**config.mk**
```make
export PLATFORM = sky130hd
export DESIGN_NAME = fsm_calibration_phase_multi
export DESIGN_NICKNAME = d
export VERILOG_FILES = /design/src/rtl/fsm_calibration_phase_multi.sv
export SDC_FILE = /design/constraint.sdc
export NUM_CORES = 2
export LEC_CHECK = 0
export CAP_MARGIN = 40
export CORE_AREA = 8 8 303 232
export CTS_CLUSTER_DIAMETER = 120
export DETAILED_ROUTE_END_ITERATION = 16
export DIE_AREA = 0 0 311 240
export PLACE_DENSITY = 0.83
export SLEW_MARGIN = 20
export SYNTH_ARGS = -nofsm -noshare
export SYNTH_HDL_FRONTEND = slang
export SYNTH_SLANG_ARGS = --single-unit
```
**constraint.sdc**
```tcl
create_clock -name clock -period 14.5 [get_ports clock]
set_input_delay 4.35 -clock clock [delete_from_list [all_inputs] [get_ports clock]]
set_output_delay 4.35 -clock clock [all_outputs]
set_load 0.02 [all_outputs]
```
**src/rtl/fsm_calibration_phase_multi.sv**
```systemverilog
// Multi-channel calibration-phase sequencer. After a start edge it waits for
// the frame-grabber opto front and the shutter-open delay. It then fires a
// burst of phase-triggered cycles. In each cycle every enabled channel emits
// one pulse with its own shift and length. Abort, wait timeout and
// busy/done status are included.
module fsm_calibration_phase_multi #(
  parameter int NUM_CH      = 4,
  parameter int CNT_W       = 32,
  parameter int BURST_W     = 8,
  parameter int SYNC_STAGES = 2
) (
  input  logic                    clock,
  input  logic                    reset_signal,
  input  logic                    start_signal,
  input  logic                    abort_signal,
  input  logic                    fg_signal,
  input  logic                    phase_signal,
  input  logic [CNT_W-1:0]        fg_open_delay,
  input  logic [CNT_W-1:0]        fg_timeout,
  input  logic [BURST_W-1:0]      burst_count,
  input  logic [NUM_CH-1:0]       ch_enable,
  input  logic [NUM_CH*CNT_W-1:0] ch_phase_shift,
  input  logic [NUM_CH*CNT_W-1:0] ch_trigger_len,
  output logic [NUM_CH-1:0]       output_trigger,
  output logic                    busy,
  output logic                    done,
  output logic                    timeout_err,
  output logic [BURST_W-1:0]      burst_index,
  output logic [7:0]              scenario_state
);

  typedef enum logic [2:0] {
    S_IDLE             = 3'd0,
    S_FG_WAIT_OPTO     = 3'd1,
    S_FG_WAIT_OPEN     = 3'd2,
    S_WAIT_PHASE_FRONT = 3'd3,
    S_FIRE             = 3'd4,
    S_DONE             = 3'd5
  } state_t;

  localparam int NIN      = 4;
  localparam int IN_START = 0;
  localparam int IN_ABORT = 1;
  localparam int IN_FG    = 2;
  localparam int IN_PHASE = 3;

  state_t                          state;
  logic [NIN-1:0]                  raw_in;
  logic [NIN-1:0][SYNC_STAGES-1:0] sync_q;
  logic [NIN-1:0]                  sync_last;
  logic [NIN-1:0]                  prev_q;
  logic [NIN-1:0]                  edge_flag;
  logic [SYNC_STAGES:0]            ready_q;

  // Scenario parameters captured when a start is accepted.
  logic [CNT_W-1:0]        delay_q;
  logic [CNT_W-1:0]        timeout_q;
  logic [BURST_W-1:0]      burst_q;
  logic [NUM_CH-1:0]       en_q;
  logic [NUM_CH*CNT_W-1:0] shift_q;
  logic [NUM_CH*CNT_W-1:0] len_q;

  logic [CNT_W-1:0]   wait_cnt;
  logic [CNT_W-1:0]   wait_inc;
  logic [CNT_W:0]     elapsed;
  logic [CNT_W:0]     elapsed_inc;
  logic [CNT_W:0]     fire_time;
  logic [BURST_W-1:0] burst_next;
  logic               timeout_hit;
  logic               open_done;
  logic [NUM_CH-1:0]  ch_active;
  logic [NUM_CH-1:0]  ch_finished;
  logic [NUM_CH-1:0]  trig_next;
  logic               all_finished;

  assign raw_in = {phase_signal, fg_signal, abort_signal, start_signal};

  // Input synchronizers, one-flop edge history, and a blanking shift register
  // that hides the synchronizer fill after reset so a level already high at
  // release is not mistaken for an edge.
  always_ff @(posedge clock or negedge reset_signal) begin
    if (!reset_signal) begin
      sync_q  <= '0;
      prev_q  <= '0;
      ready_q <= '0;
    end else begin
      // NOTE: sequential state uses non-blocking assignments so every flop
      // samples pre-edge values regardless of statement order.
      for (int i = 0; i < NIN; i++) begin
        sync_q[i] <= {sync_q[i][SYNC_STAGES-2:0], raw_in[i]};
      end
      prev_q  <= sync_last;
      ready_q <= {ready_q[SYNC_STAGES-1:0], 1'b1};
    end
  end

  // Pick the last synchronizer stage of every input.
  always_comb begin
    // NOTE: a default assignment first keeps combinational blocks latch-free.
    sync_last = '0;
    for (int i = 0; i < NIN; i++) begin
      sync_last[i] = sync_q[i][SYNC_STAGES-1];
    end
  end

  assign edge_flag = sync_last & ~prev_q & {NIN{ready_q[SYNC_STAGES]}};

  // Saturating increments and wait-state compares.
  assign wait_inc    = (wait_cnt == '1) ? wait_cnt : wait_cnt + CNT_W'(1);
  assign elapsed_inc = (elapsed == '1) ? elapsed : elapsed + (CNT_W+1)'(1);
  assign burst_next  = (burst_index == '1) ? burst_index : burst_index + BURST_W'(1);
  assign open_done   = (wait_cnt >= delay_q);
  assign timeout_hit = (timeout_q != '0) &&
                       (({1'b0, wait_cnt} + (CNT_W+1)'(1)) >= {1'b0, timeout_q});

  // Cycles since the accepted phase edge; zero while still waiting so the
  // first output cycle after the edge can already be high for a zero shift.
  assign fire_time = (state == S_FIRE) ? elapsed : '0;

  for (genvar g = 0; g < NUM_CH; g++) begin : g_ch
    logic [CNT_W:0] shift_e;
    logic [CNT_W:0] end_e;
    assign shift_e        = {1'b0, shift_q[g*CNT_W +: CNT_W]};
    assign end_e          = shift_e + {1'b0, len_q[g*CNT_W +: CNT_W]};
    assign ch_active[g]   = en_q[g] && (len_q[g*CNT_W +: CNT_W] != '0);
    assign ch_finished[g] = !ch_active[g] || (fire_time > end_e);
    assign trig_next[g]   = ch_active[g] && (fire_time >= shift_e) && (fire_time < end_e);
  end

  assign all_finished = &ch_finished;

  // Scenario sequencer with registered trigger, done and status outputs.
  always_ff @(posedge clock or negedge reset_signal) begin
    if (!reset_signal) begin
      state          <= S_IDLE;
      output_trigger <= '0;
      done           <= 1'b0;
      timeout_err    <= 1'b0;
      burst_index    <= '0;
      wait_cnt       <= '0;
      elapsed        <= '0;
      delay_q        <= '0;
      timeout_q      <= '0;
      burst_q        <= '0;
      en_q           <= '0;
      shift_q        <= '0;
      len_q          <= '0;
    end else begin
      done           <= 1'b0;
      output_trigger <= '0;
      if (edge_flag[IN_ABORT] && state != S_IDLE) begin
        state <= S_IDLE;
      end else begin
        case (state)
          S_IDLE: begin
            if (edge_flag[IN_START]) begin
              delay_q     <= fg_open_delay;
              timeout_q   <= fg_timeout;
              burst_q     <= (burst_count == '0) ? BURST_W'(1) : burst_count;
              en_q        <= ch_enable;
              shift_q     <= ch_phase_shift;
              len_q       <= ch_trigger_len;
              burst_index <= '0;
              timeout_err <= 1'b0;
              wait_cnt    <= '0;
              state       <= S_FG_WAIT_OPTO;
            end
          end
          S_FG_WAIT_OPTO: begin
            if (edge_flag[IN_FG]) begin
              wait_cnt <= '0;
              state    <= S_FG_WAIT_OPEN;
            end else if (timeout_hit) begin
              timeout_err <= 1'b1;
              state       <= S_IDLE;
            end else begin
              wait_cnt <= wait_inc;
            end
          end
          S_FG_WAIT_OPEN: begin
            if (open_done) begin
              wait_cnt <= '0;
              state    <= S_WAIT_PHASE_FRONT;
            end else begin
              wait_cnt <= wait_inc;
            end
          end
          S_WAIT_PHASE_FRONT: begin
            if (edge_flag[IN_PHASE]) begin
              elapsed        <= (CNT_W+1)'(1);
              output_trigger <= trig_next;
              state          <= S_FIRE;
            end else if (timeout_hit) begin
              timeout_err <= 1'b1;
              state       <= S_IDLE;
            end else begin
              wait_cnt <= wait_inc;
            end
          end
          S_FIRE: begin
            if (all_finished) begin
              burst_index <= burst_next;
              wait_cnt    <= '0;
              if (burst_next < burst_q) begin
                state <= S_WAIT_PHASE_FRONT;
              end else begin
                done  <= 1'b1;
                state <= S_DONE;
              end
            end else begin
              output_trigger <= trig_next;
              elapsed        <= elapsed_inc;
            end
          end
          S_DONE:  state <= S_IDLE;
          default: state <= S_IDLE;
        endcase
      end
    end
  end

  assign busy           = (state != S_IDLE);
  assign scenario_state = {5'd0, state};

endmodule
```
==> images/detail.png <==
Region (136, 148) to (176, 188) µm. Cells in grey, sequential cells in the stronger grey; small squares are vias.
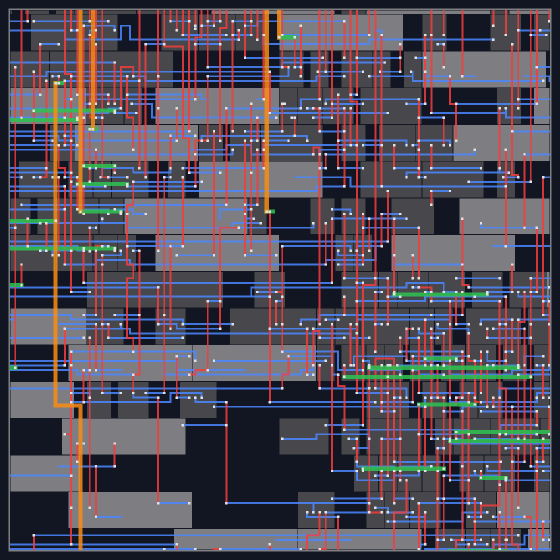
Key: orange = metal 4; red = metal 2; blue = metal 1; green = metal 3
Sequential cells in the window: 20. Most frequent: dfrtp_1 (20), inv_1 (11), o21ai_0 (11). 126 logic cells have their middle in the window. Netlist names of flops here include timeout_q (7), prev_q (3), sync_last (3).

==> images/congestion.png <==
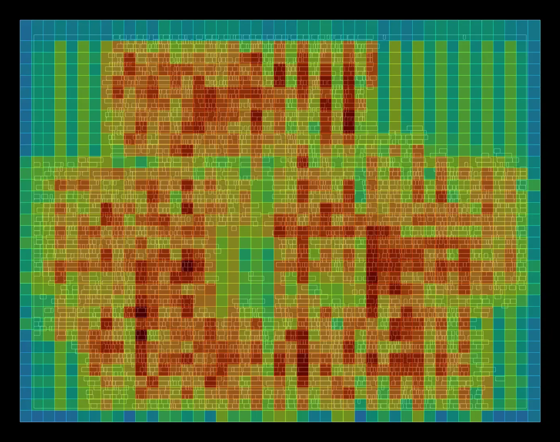
global-route usage over all layers: 0.253
grt met3 use: 0.0553
met1 GRT Util: 0.351
global routing usage on met2: 0.389

==> images/logic_types.png <==
Scale: 1.5 px per µm.
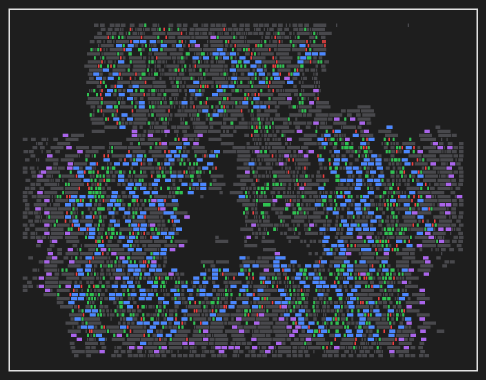
Key: blue = adder and majority cells [cells 467, most used ha_1]; green = inverting AOI/OAI gates [cells 676, most used o21ai_0, where all over the die]; purple = multiplexers [cells 156, most used mux2_2]; red = inverters [cells 249, most used inv_1, where all over the die]
most frequent logic cell in the layout: ha_1
final non-filler cell total: 4743
Comb area share: 0.513

==> results.cfg <==
; physical design summary
[run_status]
status = completed

[clock_network]
cts_root_buf = clkbuf_16
clockBufferDepth = 3
cts_buffers = 48
postCtsResizedCells = 0
clkTransAtPathRegs_ns = 0.06
htreeDepth = 2

[global_routing]
grt_start_max_net_pins = 103
busiest_layer = met2
grt_pass1_wl_mm = 152

[worst_setup_path]
cp-end-kind = flop
worst_setup_path_start_kind = flop
cpPeakStageDelay_ns = 0.67
startpoint = shift_q[96]$_DFFE_PN0P_
r2r-end = elapsed[18]$_DFFE_PN0P_
critical_path_class = reg -> reg
crit_path_end = elapsed[18]$_DFFE_PN0P_
arrival_ns = 7.42
r2r_start = shift_q[96]$_DFFE_PN0P_

[floorplanning]
fp_util = 0.482
coreArea_um2 = 65700
die-area_um2 = 74600

[logic_synthesis]
edf_count = 0
yosysMostFrequentCell = ha_1
synthMuxAreaShare = 0.0549
top_logic_kind = AND-OR/OR-AND gates
common_cells = ha_1 (463), dfrtp_1 (429), nand2_1 (371), o21ai_0 (304), inv_1 (249)
synth.cell_area_um2 = 31600
synth_cells = 3456

[timing]
worst_pin_slew_ns = 0.937
slew_violations = 0
fmax_mhz = 145
skew_ns = 0.0152

[detailed_routing]
dr.pass1.iters = 6
drt_iter0_markers = 2622
wl_met2_mm = 43.3
wl_per_cell_um = 20.8

[power_and_ir_drop]
power_frac_seq = 0.255
leakagePower_nw = 18.8
p_switching_mw = 3.59
finalPower_mw = 8.06
p_seq_mw = 2.05

[final_layout]
clkbuf_count = 64
design_area_um2 = 38100
reg_top3 = len_q: 128 flops, shift_q: 128 flops, elapsed: 33 flops
clock_tree_area_fraction = 0.0436
lay_top_cells = ha_1 (463), dfrtp_1 (429), nand2_1 (371)
ff_count = 429

[job]
drv_cap = 0
warnings = 29

[place]
port_buffers = 355
gp_congestion = 0.944
==> images/layer_met2.png <==
Scale: 1 px per µm.
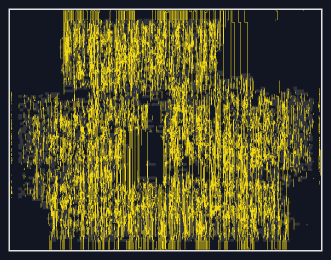
The layer carries 43.3 mm of wire. The layer holds 44% of the routed length. The wires run mostly vertical.
final wirelength: 98.7 mm
total number of vias: 28159

==> images/flops_by_reg.png <==
Scale: 1.5 px per µm. Other sequential cells in the stronger grey, the rest of the logic in the fainter grey.
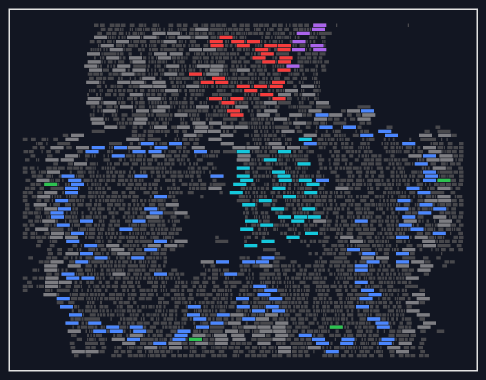
Key: green = en_q [flops 4]; red = timeout_q [flops 32, where top middle]; cyan = elapsed [flops 33, where middle]; purple = burst_q [flops 8]; blue = shift_q [flops 128]
Reg area: 10700 µm²
flop share of the area: 0.282
Util after Layout: 0.581

